`config.mk`:
```
export PLATFORM = sky130hd
export DESIGN_NAME = pattern_scan_ctrl
export DESIGN_NICKNAME = d
export VERILOG_FILES = /design/src/rtl/pattern_scan_ctrl.sv
export SDC_FILE = /design/constraint.sdc
export NUM_CORES = 1
export LEC_CHECK = 0
export CAP_MARGIN = 20
export CORE_ASPECT_RATIO = 1.2
export CORE_UTILIZATION = 41
export CTS_CLUSTER_SIZE = 30
export DETAILED_ROUTE_END_ITERATION = 10
export PLACE_DENSITY = 0.69
export SLEW_MARGIN = 20
export SYNTH_ARGS = -nofsm -noshare
export SYNTH_HDL_FRONTEND = slang
export SYNTH_SLANG_ARGS = --single-unit
```
`constraint.sdc`:
```
create_clock -name clk -period 3.7 [get_ports clk]
set_clock_uncertainty 0.1 [all_clocks]
set_input_delay 0.925 -clock clk [delete_from_list [all_inputs] [get_ports clk]]
set_output_delay 0.925 -clock clk [all_outputs]
set_load 0.02 [all_outputs]
```
`src/rtl/pattern_scan_ctrl.sv`:
```
// pattern_scan_ctrl
//   Takes W-bit words over a valid/ready handshake, shifts each one MSB-first
//   through an overlapping "101" Moore detector, and returns the number of
//   detector entries into state D over a second valid/ready handshake.
//   Optional build macro: PATTERN_POS_EN adds out_first_pos, which gives the
//   bit index of the first completed match.
module pattern_scan_ctrl #(
    parameter  int W  = 8,
    localparam int CW = $clog2(W + 1),
    localparam int PW = $clog2(W)
) (
    input  logic          clk,
    input  logic          rst,
    input  logic          in_valid,
    output logic          in_ready,
    input  logic [W-1:0]  in_data,
    output logic          out_valid,
    input  logic          out_ready,
    output logic [CW-1:0] out_count,
    output logic          out_hit,
    output logic          busy
`ifdef PATTERN_POS_EN
    ,
    output logic [PW-1:0] out_first_pos
`endif
);

    typedef enum logic [1:0] {IDLE, SHIFT, DONE} ctl_t;
    typedef enum logic [1:0] {DET_A, DET_B, DET_C, DET_D} det_t;

    ctl_t          ctl;
    det_t          det;
    det_t          det_next;
    logic [W-1:0]  shreg;
    logic [CW-1:0] cnt;
    logic [CW-1:0] cnt_next;
    logic [PW-1:0] idx;
    logic          hit;
`ifdef PATTERN_POS_EN
    logic [PW-1:0] pos;
    logic [PW-1:0] pos_next;
`endif

    // Next detector state for the bit at the head of the shift register, and
    // the hit count and first-match index that result from consuming it.
    always_comb begin
        // NOTE: every combinational output is given a default first so that no
        // path through the block leaves it unassigned and infers a latch.
        det_next = det;
        unique case (det)
            DET_A: det_next = shreg[W-1] ? DET_B : DET_A;
            DET_B: det_next = shreg[W-1] ? DET_B : DET_C;
            DET_C: det_next = shreg[W-1] ? DET_D : DET_A;
            DET_D: det_next = shreg[W-1] ? DET_B : DET_C;
        endcase
        hit      = (det_next == DET_D);
        cnt_next = cnt + CW'(hit);
`ifdef PATTERN_POS_EN
        pos_next = (hit && (cnt == '0)) ? idx : pos;
`endif
    end

    // Controller FSM: accept a word, shift it W cycles, then hold the result
    // until the consumer takes it. All handshake outputs are registered.
    always_ff @(posedge clk) begin
        // NOTE: state is updated with non-blocking assignments so every reader
        // in this clock edge sees the pre-edge value, independent of order.
        if (rst) begin
            ctl       <= IDLE;
            det       <= DET_A;
            cnt       <= '0;
            idx       <= '0;
            shreg     <= '0;
            in_ready  <= 1'b1;
            out_valid <= 1'b0;
            out_count <= '0;
            out_hit   <= 1'b0;
            busy      <= 1'b0;
`ifdef PATTERN_POS_EN
            pos           <= '0;
            out_first_pos <= '0;
`endif
        end else begin
            case (ctl)
                IDLE: begin
                    if (in_valid) begin
                        shreg    <= in_data;
                        det      <= DET_A;
                        cnt      <= '0;
                        idx      <= '0;
                        in_ready <= 1'b0;
                        busy     <= 1'b1;
                        ctl      <= SHIFT;
`ifdef PATTERN_POS_EN
                        pos      <= '0;
`endif
                    end
                end
                SHIFT: begin
                    shreg <= shreg << 1;
                    det   <= det_next;
                    cnt   <= cnt_next;
                    idx   <= idx + PW'(1);
`ifdef PATTERN_POS_EN
                    pos   <= pos_next;
`endif
                    if (idx == PW'(W - 1)) begin
                        // Last bit: publish the result including this bit's hit.
                        ctl       <= DONE;
                        out_valid <= 1'b1;
                        out_count <= cnt_next;
                        out_hit   <= (cnt_next != '0);
`ifdef PATTERN_POS_EN
                        out_first_pos <= pos_next;
`endif
                    end
                end
                DONE: begin
                    if (out_ready) begin
                        out_valid <= 1'b0;
                        in_ready  <= 1'b1;
                        busy      <= 1'b0;
                        ctl       <= IDLE;
                    end
                end
                default: begin
                    ctl       <= IDLE;
                    in_ready  <= 1'b1;
                    out_valid <= 1'b0;
                    busy      <= 1'b0;
                end
            endcase
        end
    end

endmodule

```
**PDN straps and rails**

Bar = 20 um. Pins as bars on the die edge.
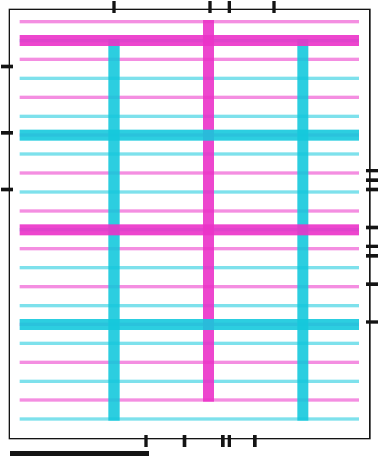
VSS: shown in cyan. VDD: shown in magenta.
4 straps on met5. 20 signal pins sit on the boundary. The core has 21 rows. 3 straps on met4.

**Signal wires by layer**

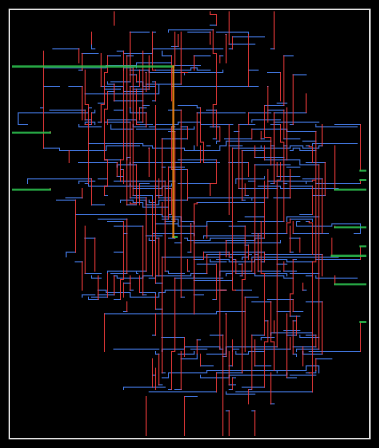
metal 1: shown in blue, wire length 1200 um. metal 2: shown in red, wire length 1170 um. metal 3: shown in green, wire length 54.5 um. metal 4: shown in orange, wire length 24.5 um.

==> results.toml <==
# generated from flow reports
[critical_path]
critPathBufInv = 1
required_ns = 2.67
worstSetupEndpoint = "in_ready"
worst-path-stages = 1
worstSetupPathType = "flop to output port"
timing.rr.start = "ctl[0]"
crit_family = "buffers and inverters"
r2r-end = "out_count[1]"
path_cells = "clkdlybuf4s50_1"
crit_start = "in_ready"
cp-start-kind = "flop"
r2r_setup_slack_ns = 1.90
reg2reg_depth = 3

[synthesis]
topCombFamilyByArea = "AND-OR/OR-AND gates"
ys_sh_xor = 0.0145
simple_gate_share = 0.183
syn_area_per_cell_um2 = 9.24
adder_share = 0.0414
synth_warnings = 0
synth_cell_types = 34
ys_seq_frac = 0.447
area_leaders = "dfxtp_1 45%, nor2_1 8.1%, a211oi_1 5.0%"
yosys_cells = 131
synth-area-yosys_um2 = 1210
ys_sh_mux = 0.0331
synth_flops = 27
top_cell_area_share = 0.447
synth_top_cell_by_area = "dfxtp_1"
ys_sh_aoi = 0.230
fp_nets = 147

[cts]
cts_tree = "yes"
cts-buffers-inserted = 3
h-tree-depth = 1
cts_setup_buffers = 0
clockBufferDepth = 2
hold_buffers = 0
clkTransAtPathRegs_ns = 0.14

[timing]
fin_crit_ns = 2.35
fmax_mhz = 426
setup_viol = 0
tns_ns = 0
worstMarginPinSlew_ns = 0.991
slew_headroom = 0.337
rsz0062_at_grt = "false"

[final_layout]
post-route-util = 0.508
fin_area_um2 = 1420
layout.cells.non_filler = 180
drive_above_1_share = 0.0616
insertedDiodeCount = 0
lay_top_count = "dfxtp_1"

[grt]
grt_max_degree = 29
grt_pass1_wl_um = 3980
grt-ovfl-total = 0
grt_pass1_vias = 941
antenna_found_initial = 0
track_usage = 0.168

[placed_design]
dp_hpwl_um = 1620
post-place-ws_ns = 1.10
portBuffers = 19
place_area_um2 = 1390

[run]
drv_cap = 0

[min_path]
min_from = "det[1]"
hp-class = "flop to flop"
holdPathEnd = "det[1]"

[power_and_ir_drop]
p_leak_nw = 0.535
power_density_nw_per_um2 = 356
irDropWorstVdd_mv = 0.207
power.largest_group = "registers"
combPwrFrac = 0.127
p_clk_frac = 0.245

[floorplanning]
dieHeight_um = 61.5
ios = 20
core_area_um2 = 2790
row_count = 21
die_w_um = 51.6

[drt]
via_per_inst = 5.42
routedWlPerCell_um = 13.6
drc = 0
vias = 976
drt-pass1-iter-count = 3

[run_status]
outcome = "completed"
**Clock distribution**

Bar = 20 um.
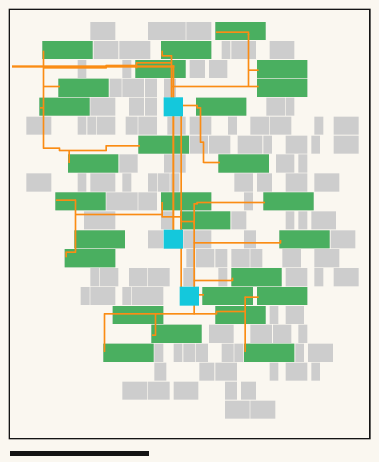
clock wires: shown in orange, length 298 um. clock drivers: shown in cyan, count 3. flip-flops: shown in green, count 27.
There are 4 routed clock nets.

**Cell classes on the final placement**

Bar = 20 um.
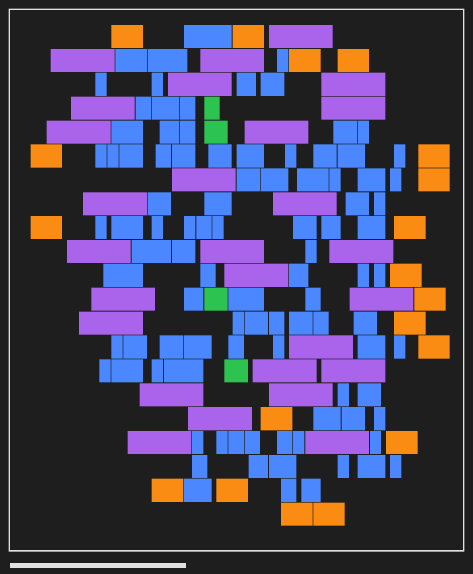
combinational and other logic: shown in blue, cells 96. other buffers and delay cells: shown in orange, cells 19. flops: shown in purple, cells 27. clock drivers and dummy loads: shown in green, cells 4.

sequential cells by signal, summed over array words and instances, names as in the netlist:
register   count
shreg          8
det            2
idx            3
out_valid      1
cnt            4
busy           1
ctl            2
out_hit        1
in_ready       1
out_count      4
cell type report:
cell class,instances,area [um2]
Multi-Input combinational cell,94,607
Inverter,2,7.51
Clock buffer,3,22.5
Sequential cell,27,541
Fill cell,274,1370
Tap cell,34,42.5
Clock inverter,1,5.00
Timing Repair Buffer,19,190
kinds of logic after synthesis:
kind of cell,Yosys count
compound gates,38
fa+ha+maj,4
buf+inv,10
simple gates,46
xor+xnor,2
flops,27
mux,4
routing by layer:
layer	track usage	wire, um	vias to the layer above
met3	0.0222	54	2
met1	0.198	1200	465
met2	0.301	1170	11
met4	0.0811	24	0
met5	0	0	-
li1	-	-	498
synth_stat cells:
| cell type | count |
|---|---|
| a311oi_2 | 1 |
| inv_2 | 1 |
| a211oi_1 | 8 |
| o21ba_2 | 1 |
| buf_4 | 2 |
| clkbuf_2 | 1 |
| nand2_1 | 4 |
| nor2_1 | 26 |
| o2bb2ai_1 | 6 |
| nor3b_1 | 3 |
| a2bb2oi_1 | 1 |
| ha_1 | 4 |
| o21bai_2 | 1 |
| o21ai_0 | 5 |
| mux2i_1 | 4 |
| nand3b_1 | 1 |
| nor3_1 | 2 |
| and3b_1 | 3 |
| o41ai_1 | 1 |
| o22ai_1 | 1 |
| dfxtp_1 | 27 |
| a22oi_1 | 5 |
| o21bai_1 | 1 |
| a21oi_1 | 7 |
| buf_6 | 2 |
| nand3_1 | 1 |
| nor2b_1 | 4 |
| buf_1 | 1 |
| nor2_2 | 1 |
| clkbuf_1 | 1 |
| nand2b_1 | 1 |
| buf_2 | 1 |
| inv_1 | 1 |
| xor2_1 | 2 |
